run_1/clock_wires.png
Scale: 12 px per micron.
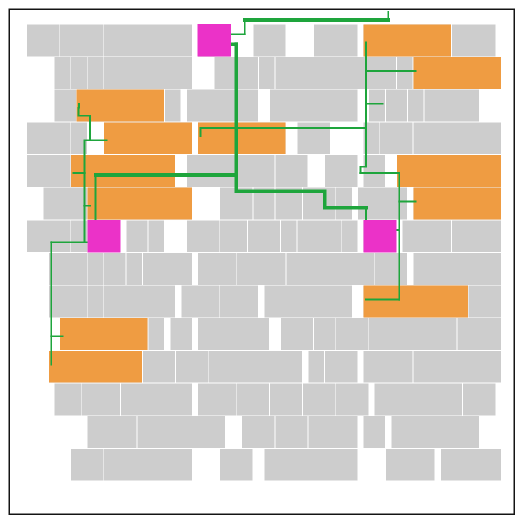
run_1/congestion_map.png
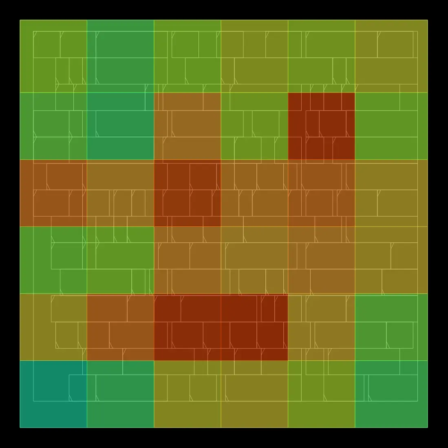
run_1/class_map.png
Scale: 12 px per micron. Fill, decap, tap and diode cells in grey.
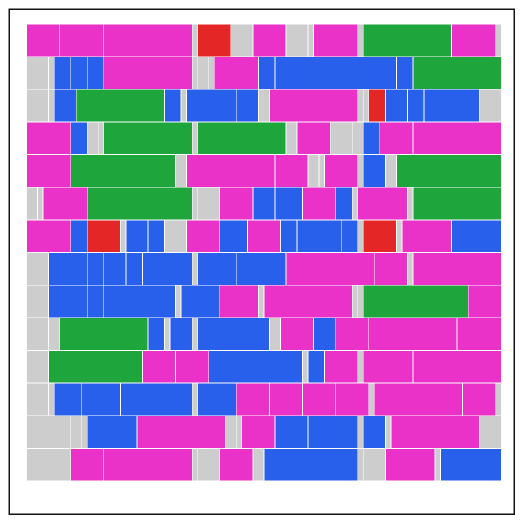
==> src/rtl/fetch_decode_seq.sv <==
// fetch_decode_seq: instruction register and T-state sequencer for the CTI-8 core.
// Fetches one instruction byte per instruction (T0 address, T1 read with
// unbounded wait states) and executes it in T2 (and T3 for ADDI).
// Drives every bus-control strobe combinationally from state, IR and memReady.
// The constant-stage nibble port is named constNib because "const" is a
// reserved word in SystemVerilog.
module fetch_decode_seq (
  input  logic       clk,
  input  logic       rst,
  input  logic [7:0] dataBus,
  input  logic       memReady,
  output logic [3:0] constNib,
  output logic       constOe,
  output logic       pcOe,
  output logic       marLoad,
  output logic       ramOe,
  output logic       irLoad,
  output logic       pcInc,
  output logic       aLoad,
  output logic       bLoad,
  output logic       aluOe,
  output logic       halted,
  output logic [2:0] tstate
);

  localparam logic [3:0] OPC_NOP  = 4'h0;
  localparam logic [3:0] OPC_LDI  = 4'h1;
  localparam logic [3:0] OPC_ADDI = 4'h2;
  localparam logic [3:0] OPC_HLT  = 4'hF;

  typedef enum logic [2:0] {
    T0   = 3'd0,
    T1   = 3'd1,
    T2   = 3'd2,
    T3   = 3'd3,
    HALT = 3'd7
  } state_t;

  state_t     r_state;
  state_t     w_next;
  logic [7:0] r_ir;
  logic       r_halted;

  // State, instruction register and halt flag; IR only loads on the T1 ready edge.
  always_ff @(posedge clk) begin
    if (rst) begin
      r_state  <= T0;
      r_ir     <= 8'h00;
      r_halted <= 1'b0;
    end else begin
      r_state  <= w_next;
      r_halted <= (w_next == HALT);
      if (irLoad) begin
        r_ir <= dataBus;
      end
    end
  end

  // Next-state decode and strobe generation; reset suppresses every strobe.
  always_comb begin
    w_next  = r_state;
    pcOe    = 1'b0;
    marLoad = 1'b0;
    ramOe   = 1'b0;
    irLoad  = 1'b0;
    pcInc   = 1'b0;
    constOe = 1'b0;
    aLoad   = 1'b0;
    bLoad   = 1'b0;
    aluOe   = 1'b0;
    case (r_state)
      T0: begin
        pcOe    = 1'b1;
        marLoad = 1'b1;
        w_next  = T1;
      end
      T1: begin
        ramOe = 1'b1;
        if (memReady) begin
          irLoad = 1'b1;
          pcInc  = 1'b1;
          w_next = T2;
        end
      end
      T2: begin
        case (r_ir[7:4])
          OPC_LDI: begin
            constOe = 1'b1;
            aLoad   = 1'b1;
            w_next  = T0;
          end
          OPC_ADDI: begin
            constOe = 1'b1;
            bLoad   = 1'b1;
            w_next  = T3;
          end
          OPC_HLT: w_next = HALT;
          OPC_NOP: w_next = T0;
          default: w_next = T0;
        endcase
      end
      T3: begin
        aluOe  = 1'b1;
        aLoad  = 1'b1;
        w_next = T0;
      end
      HALT:    w_next = HALT;
      default: w_next = T0;
    endcase
    if (rst) begin
      pcOe    = 1'b0;
      marLoad = 1'b0;
      ramOe   = 1'b0;
      irLoad  = 1'b0;
      pcInc   = 1'b0;
      constOe = 1'b0;
      aLoad   = 1'b0;
      bLoad   = 1'b0;
      aluOe   = 1'b0;
    end
  end

  assign constNib = r_ir[3:0];
  assign halted   = r_halted;
  assign tstate   = r_state;

endmodule

==> config.mk <==
export PLATFORM = sky130hd
export DESIGN_NAME = fetch_decode_seq
export DESIGN_NICKNAME = d
export VERILOG_FILES = /design/src/rtl/fetch_decode_seq.sv
export SDC_FILE = /design/constraint.sdc
export NUM_CORES = 1
export LEC_CHECK = 0
export CAP_MARGIN = 10
export CORE_MARGIN = 1
export CORE_UTILIZATION = 39
export DETAILED_ROUTE_END_ITERATION = 8
export HOLD_SLACK_MARGIN = 0.1
export PLACE_DENSITY = 0.76
export SLEW_MARGIN = 20
export SYNTH_ARGS = -nofsm -noshare
export SYNTH_HDL_FRONTEND = slang
export SYNTH_SLANG_ARGS = --single-unit
==> constraint.sdc <==
create_clock -name clk -period 1.7 [get_ports clk]
set_clock_uncertainty 0.2 [all_clocks]
set_input_delay 0.255 -clock clk [delete_from_list [all_inputs] [get_ports clk]]
set_output_delay 0.255 -clock clk [all_outputs]
set_load 0.05 [all_outputs]
==> impl_metrics.csv, run 1 <==
group,metric,value,unit
clocking,tritoncts,"done",
floorplan,die_h,42.0,microns
placed_design,place_congestion,0.764,
floorplan,die-area,1760,sq um
power_and_ir_drop,p_leak,0.000515,uW
hold_path,holdCritPathClass,"flip-flop to flip-flop",
logic_synthesis,top_area_cell,"dfxtp_1",
logic_synthesis,synth_async_sr_flop_share,0,%
sta,finalHoldViolations,0,
logic_synthesis,most_common_cell,"nand2_1",
finish,nFillCells,59,
logic_synthesis,ff_type,"dfxtp_1",
clocking,cts-buffers-inserted,3,
grt,grt_max_degree,10,
run,tool_warnings,29,
grt,grt_pass1_wl,3.36,mm
drt,drt_iter0_markers,26,
logic_synthesis,ys_area,623,sq um
power_and_ir_drop,ir_drop,0.442,mV
sta,tightest_slew,0.307,ns
clocking,clockBufferDepth,2,
floorplan,initCoreUtil,41.4,%
grt,grt_pass1_vias,750,
sta,rsz0062_at_grt,"yes",
sta,period_used_share,109,%
placed_design,hpwl,1.23,mm
drt,detail_route.wirelength,2.41,mm
drt,vias,769,
finish,syn2layout_area_growth,115,%
logic_synthesis,syn_area_per_cell,7.99,sq um
grt,grt.met2_usage,46.9,%
logic_synthesis,yosysWarnings,0,
clocking,root_buffer,"clkbuf_4",
worst_setup_path,path_class,"flip-flop to primary output",
run_status,status,"complete, but fails checks",
logic_synthesis,edf_count,0,
sta,fin_ws,-0.158,ns
floorplan,die_w,42.0,microns
worst_setup_path,crit_arrival,1.40,ns
placed_design,post-place-cells,123,
logic_synthesis,synthTopCellsByCount,"18 x nand2_1, 12 x dfxtp_1, 8 x a21oi_1, 7 x buf_4, 5 x nor2_1",
finish,drive_gt1_share,54.5,%
clocking,hold_buffers,0,
floorplan,io_pins,28,
sta,finalSetupViolations,8,
logic_synthesis,yosysCellCount,78,
drt,ant_nets,0,
run_status,failed_checks,"setup timing",
sta,drv_slew,0,
sta,fmax,0.538,GHz
logic_synthesis,synth_area,623,sq um
drt,dr.pass1.iters,4,
sta,fin_crit,1.86,ns
clocking,htree_levels,1,
clocking,clock_latency,0.28,ns
worst_setup_path,start_kind,"flip-flop",
logic_synthesis,topCellsByArea,"dfxtp_1 39%, nand2_1 11%, buf_4 8.4%",
placed_design,pre_cts_slack,-0.271,ns
grt,antenna_found_initial,0,
logic_synthesis,fp_nets,89,
drt,drt-vias-per-instance,5.53,
clocking,cts.clk_slew.worst_paths,0.08,ns
floorplan,fp-row-count,14,
floorplan,core,1510,sq um
logic_synthesis,netlist.area_leader.share,38.6,%
sta,holdWs,0.277,ns
worst_setup_path,crit_fanout,2,
finish,diodes,0,
clocking,cts_sinks,12,
grt,grt_overflow,0,
worst_setup_path,critPathCaptureType,"primary output",
power_and_ir_drop,powerDensity,590,nW/um^2
sta,relSlewSlack,79.4,%
finish,final_cells,139,
logic_synthesis,synthCells,78,
logic_synthesis,synth_flops,12,
run,drv_cap,0,
grt,grtUsageTotal,26.1,%
worst_setup_path,critPathRequiredTime,1.24,ns
finish,nets,135,
logic_synthesis,postSynthSeqShare,38.6,%
placed_design,io_buffers,27,
sta,fin_tns_setup,-0.800,ns
drt,drc_errors,0,
logic_synthesis,synth_cell_types,25,
-- clock_wires.png (at the start) --
clock-net drivers -> magenta  # count 3
flip-flops -> orange  # count 12
clock wires -> green  # length 143 microns
routed clock nets = 4

-- congestion_map.png (at the start) --
final core utilization: 88.8%
met3 Usage GRT: 8.19%
met1 Use GR: 29.8%
busiest grt layer: met2
Avg WL per Cell: 17.4 microns

-- class_map.png (at the start) --
remaining buffers and delay cells -> magenta  # cells 53, share of their area 46%
clock drivers and dummy loads -> red  # cells 4, share of their area 2.0%
remaining logic cells -> blue  # cells 54, share of their area 32%
registers -> green  # cells 12, share of their area 19%

[run 1: repair_timing]
item,4_1_cts,5_1_grt
gates resized,8,12
endpoints found under the setup margin,9,9
pin swaps,4,6
setup buffers,6,6
[run 1: sequential cells by signal, summed over array words and instances, names as in the netlist]
signal,count
r_ir,8
halted,1
tstate,3
[run 1: critical path: stages (launching register included)]
cell      delay [ns]
dfxtp_4         0.36
nor2_4          0.13
nand4b_1        0.20
buf_4           0.21
nor2_4          0.09
buf_12          0.14
[run 1: logic make-up (layout without fill, tap and decap cells)]
logic type | Yosys count | in the layout | synth area share, %
AND/OR/NAND/NOR | 36 | 36 | 28.7
XOR/XNOR | 1 | 1 | 1.41
flip-flops | 12 | 12 | 38.6
buffers and inverters | 13 | 58 | 14.9
AND-OR/OR-AND | 16 | 16 | 16.5
[run 1: stage by stage]
stage / power (uW) / area [sq um]
floorplan: 452 / 732
global placement: 541 / 1120
detailed placement: 546 / 1120
CTS: 741 / 1230
global route: 817 / 1340
finish: 790 / 1340
[run 1: power breakdown]
part / leakage, uW / internal, uW / total [uW] / switching, uW
logic: 0.000399 / 150 / 300 / 150
registers: 0.000101 / 290 / 305 / 14.5
clock network: 0.0000150 / 91.1 / 184 / 93.1
[run 1: final timing paths]
kind / start / end / slack (ns) / depth (start not counted)
setup / recovery: tstate[2]$_SDFF_PP0_ / constOe / -0.16 / 5
hold / removal: r_ir[3]$_SDFFE_PP0P_ / r_ir[3]$_SDFFE_PP0P_ / 0.28 / 2
setup reg to reg: tstate[2]$_SDFF_PP0_ / r_ir[7]$_SDFFE_PP0P_ / 0.02 / 7
hold reg to reg: r_ir[3]$_SDFFE_PP0P_ / r_ir[3]$_SDFFE_PP0P_ / 0.28 / 2
[run 1: layout make-up]
class	count	area [sq um]	share of cell area, %
clock buffers	4	26.3	1.96
flip-flops and latches	12	256	19.2
well taps	16	20.0	1.50
multi-input cells	53	419	31.3
repair buffers	53	612	45.7
inverters	1	3.75	0.281
[run 1: cells in the final DEF (no fill, tap or decap), types with 2 or more instances in the layout]
master | synthesis | layout
buf_4 | 7 | 25
nand2_1 | 18 | 18
buf_12 | 0 | 14
clkdlybuf4s50_1 | 0 | 9
a21oi_1 | 8 | 8
dfxtp_1 | 12 | 7
nor2_4 | 0 | 5
buf_6 | 2 | 4
dfxtp_4 | 0 | 4
nor3_4 | 0 | 3
clkbuf_4 | 0 | 3
a21oi_2 | 2 | 2
a31oi_1 | 3 | 2
[run 1: metal layers]
| layer | share of wire [%] | wire length (microns) | vias up |
|---|---|---|---|
| li1 | - | - | 353 |
| met1 | 40 | 973 | 380 |
| met2 | 54 | 1300 | 29 |
| met3 | 4.0 | 96 | 7 |
| met4 | 1.7 | 40 | 0 |
| met5 | 0 | 0 | - |
--- run 2 (diff from run 1) ---
Settings changed: GPL_ROUTABILITY_DRIVEN from default to 0, REMOVE_ABC_BUFFERS from default to 1.
run_2/congestion_map.png
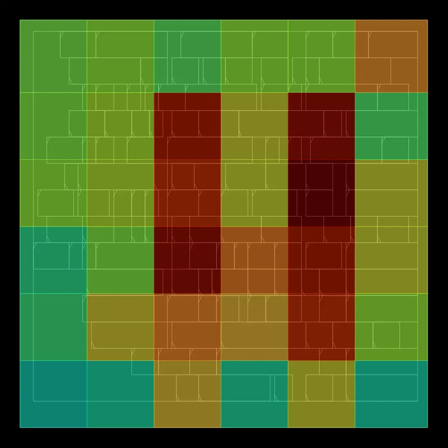
Avg WL per Cell: 15.3 microns
met3 Usage GRT: 3.45%

run_2/clock_wires.png
Scale: 12 px per micron.
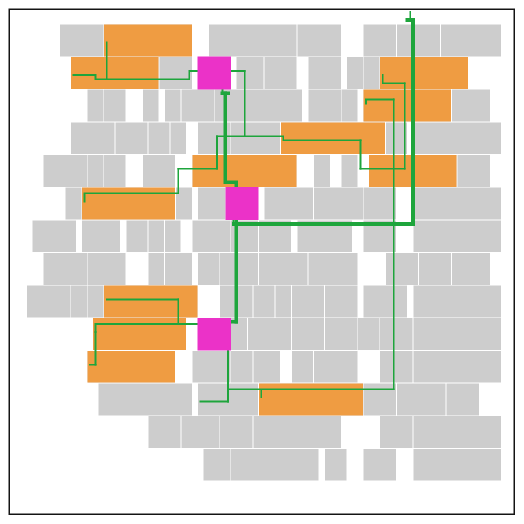
clock wires -> green  # length 201 microns
flip-flops -> orange  # count 12
clock-net drivers -> magenta  # count 3
routed clock nets = 4
clock share of power: 30.1%
Latency at later pin: 0.28 ns

==> impl_metrics.csv, run 2 <==
group,metric,value,unit
run_status,status,"complete, but fails checks",
run_status,failed_checks,"setup timing",
grt,grt_pass1_vias,691,
finish,final_cells,136,
logic_synthesis,yosysWarnings,0,
floorplan,die_h,42.0,microns
logic_synthesis,synthTopCellsByCount,"18 x nand2_1, 12 x dfxtp_1, 8 x a21oi_1, 7 x buf_4, 5 x nor2_1",
power_and_ir_drop,p_seq_share,37.7,%
finish,lay_top_count,"buf_4",
drt,dr.pass1.iters,4,
finish,diodes,0,
sta,finalSetupViolations,7,
power_and_ir_drop,internal_power,551,uW
run,drv_cap,0,
worst_setup_path,crit_path_top_delay_cell,"dfxtp_4",
logic_synthesis,synth_async_sr_flop_share,0,%
drt,met3_length,100,microns
drt,wl_met1,782,microns
drt,drt-vias-per-instance,5.49,
worst_setup_path,critPathRequiredTime,1.24,ns
clocking,htree_levels,1,
drt,drt_iter0_markers,17,
logic_synthesis,yosysCellCount,78,
worst_setup_path,crit_arrival,1.37,ns
drt,wl_met2,1.11,mm
grt,grt_overflow,0,
worst_setup_path,timing.rr.start,"tstate[0]$_SDFF_PP0_",
worst_setup_path,r2r_setup_slack,0.17,ns
finish,nFillCells,88,
sta,drv_slew,0,
sta,relSlewSlack,84.0,%
floorplan,core,1510,sq um
placed_design,io_buffers,27,
worst_setup_path,path_class,"flip-flop to primary output",
finish,lay_top_cells,"27 x buf_4, 18 x nand2_1, 12 x buf_12",
grt,antenna_found_initial,0,
worst_setup_path,cpPeakStageDelay,0.38,ns
floorplan,fp-row-count,14,
finish,logic_area,354,sq um
grt,grt_pass1_wl,3.13,mm
clocking,cts-buffers-inserted,3,
logic_synthesis,topCellsByArea,"dfxtp_1 39%, nand2_1 11%, buf_4 8.4%",
clocking,root_buffer,"clkbuf_4",
worst_setup_path,path_cells,"buf_4, nand2b_4, nor3_2, buf_4, buf_12",
finish,regMostFlops,"r_ir",
sta,finalHoldViolations,0,
worst_setup_path,critPathCaptureType,"primary output",
worst_setup_path,cpMostUsedCell,"buf_4",
logic_synthesis,mux_area_share,0,%
logic_synthesis,compound_area_share,16.5,%
power_and_ir_drop,ir_drop,0.534,mV
finish,largest_reg_flops,8,
floorplan,die-area,1760,sq um
hold_path,holdCritPathClass,"flip-flop to flip-flop",
finish,syn2layout_area_growth,96.0,%
logic_synthesis,netlist_logic_family_top,"simple AND/OR/NAND/NOR gates",
floorplan,io_pins,28,
floorplan,initCoreUtil,41.4,%
finish,seq_area,255,sq um
logic_synthesis,netlist.area_leader.share,38.6,%
power_and_ir_drop,power_frac_comb,32.2,%
logic_synthesis,synth-simple-area-share,28.7,%
sta,period_used_share,108,%
drt,vias,747,
placed_design,post-place-cells,125,
logic_synthesis,xor_share,1.41,%
drt,top_layer_used,"met4",
finish,nets,132,
clocking,cts.clk_slew.worst_paths,0.09,ns
logic_synthesis,synthCells,78,
worst_setup_path,cpLargestDelayFamily,"buffers and inverters",
power_and_ir_drop,p_sw,259,uW
clocking,tritoncts,"done",
power_and_ir_drop,swShare,32.0,%
clocking,clockBufferDepth,2,
drt,detail_route.wirelength,2.07,mm
grt,grtUsageTotal,24.1,%
sta,tightest_slew,0.238,ns
sta,fin_crit,1.83,ns
logic_synthesis,syn_area_per_cell,7.99,sq um
hold_path,hp-start,"r_ir[1]$_SDFFE_PP0P_",
grt,grt_max_degree,12,
logic_synthesis,edf_count,0,
placed_design,hpwl,1.13,mm
sta,fin_ws,-0.129,ns
sta,fin_tns_setup,-0.634,ns
logic_synthesis,most_common_cell,"nand2_1",
drt,ant_nets,0,
worst_setup_path,cp_num_buf_inv,3,
logic_synthesis,ys_area,623,sq um
worst_setup_path,start_kind,"flip-flop",
logic_synthesis,ff_type,"dfxtp_1",
worst_setup_path,crit_fanout,6,
logic_synthesis,postSynthSeqShare,38.6,%
power_and_ir_drop,p_leak,0.000496,uW
finish,drive_gt1_share,52.5,%
logic_synthesis,synth_cell_types,25,
floorplan,die_w,42.0,microns
power_and_ir_drop,powerDensity,664,nW/um^2
logic_synthesis,synth_area,623,sq um
drt,drc_errors,0,
worst_setup_path,critPathLaunch,"tstate[2]$_SDFF_PP0_",
run,tool_warnings,27,
clocking,cts_sinks,12,
logic_synthesis,synth_flops,12,
logic_synthesis,synth_adder_area_share,0,%
sta,fmax,0.547,GHz
sta,rsz0062_at_grt,"yes",
logic_synthesis,top_area_cell,"dfxtp_1",
run_2/floorplan.png
Scale: 10 px per micron. Pins as bars on the die edge.
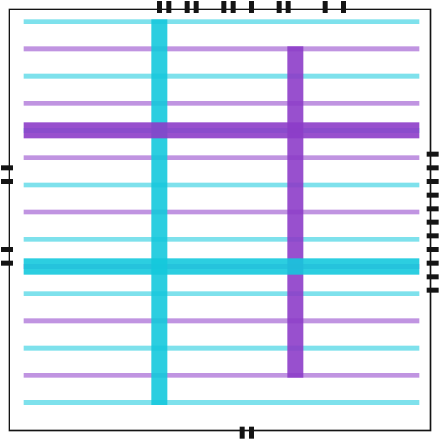
VDD -> purple
VSS -> cyan
signal pins = 28
met1 rails = 15

[run 2: cell counts after synthesis]
Identical to the previous run, type by type.
[run 2: layer usage]
metal | up-vias | global-route usage (%)
met5 | - | 0
met4 | 0 | 14.2
met3 | 9 | 3.45
met2 | 37 | 42.8
met1 | 352 | 27.0
li1 | 349 | -
[run 2: layout make-up]
type                            count  share of cell area, %
Tap cell                           16                   1.64
Clock buffer                        4                   2.97
Sequential cell                    12                   20.9
Timing Repair Buffer               50                   45.2
Inverter                            1                  0.307
Multi-Input combinational cell     53                   29.0
[run 2: cells by family after synthesis]
family | after synthesis
AND-OR/OR-AND | 16
XOR/XNOR | 1
flip-flops | 12
buffers and inverters | 13
AND/OR/NAND/NOR | 36
[run 2: power groups by stage]
stage,clock (uW),sequential [uW],combinational (uW)
3_5_place_dp,0,313,221
3_3_place_gp,0,312,218
5_1_grt,254,307,273
2_1_floorplan,0,339,68.7
6_report,244,305,261
4_1_cts,232,303,246
[run 2: path summary, 6_finish.rpt]
| check | to | cells after the start |
|---|---|---|
| setup / recovery | ramOe | 5 |
| hold / removal | r_ir[1]$_SDFFE_PP0P_ | 2 |
| setup reg to reg | r_ir[3]$_SDFFE_PP0P_ | 6 |
| hold reg to reg | r_ir[1]$_SDFFE_PP0P_ | 2 |
[run 2: through the flow]
| stage | util, % | cell area, sq um | hold WS (ns) | worst slack (ns) | power (uW) |
|---|---|---|---|---|---|
| after floorplan | - | 534 | 0.117 | -2.27 | 408 |
| after global placement | 69.9 | 1050 | 0.247 | -0.169 | 530 |
| after detailed placement | 69.9 | 1050 | 0.248 | -0.201 | 534 |
| after CTS | 78.9 | 1190 | 0.260 | -0.104 | 781 |
| after global routing | 81.1 | 1220 | 0.297 | -0.167 | 834 |
| final | 81.1 | 1220 | 0.261 | -0.129 | 811 |
[run 2: repair_timing]
action,4_1_cts,5_1_grt
setup endpoints to repair,9,9
resized,21,5
gates cloned,0,0
setup buffers,5,2
hold buffers,0,0
pin swaps,3,3
[run 2: worst reg2reg max path, stage by stage (launching register included)]
cell and delay [ns]:
dfxtp_4 0.38, buf_6 0.12, buf_4 0.12, and4bb_1 0.25, buf_4 0.15, nand2_1 0.06, a21oi_1 0.17
Power and IR drop assume default switching activity.
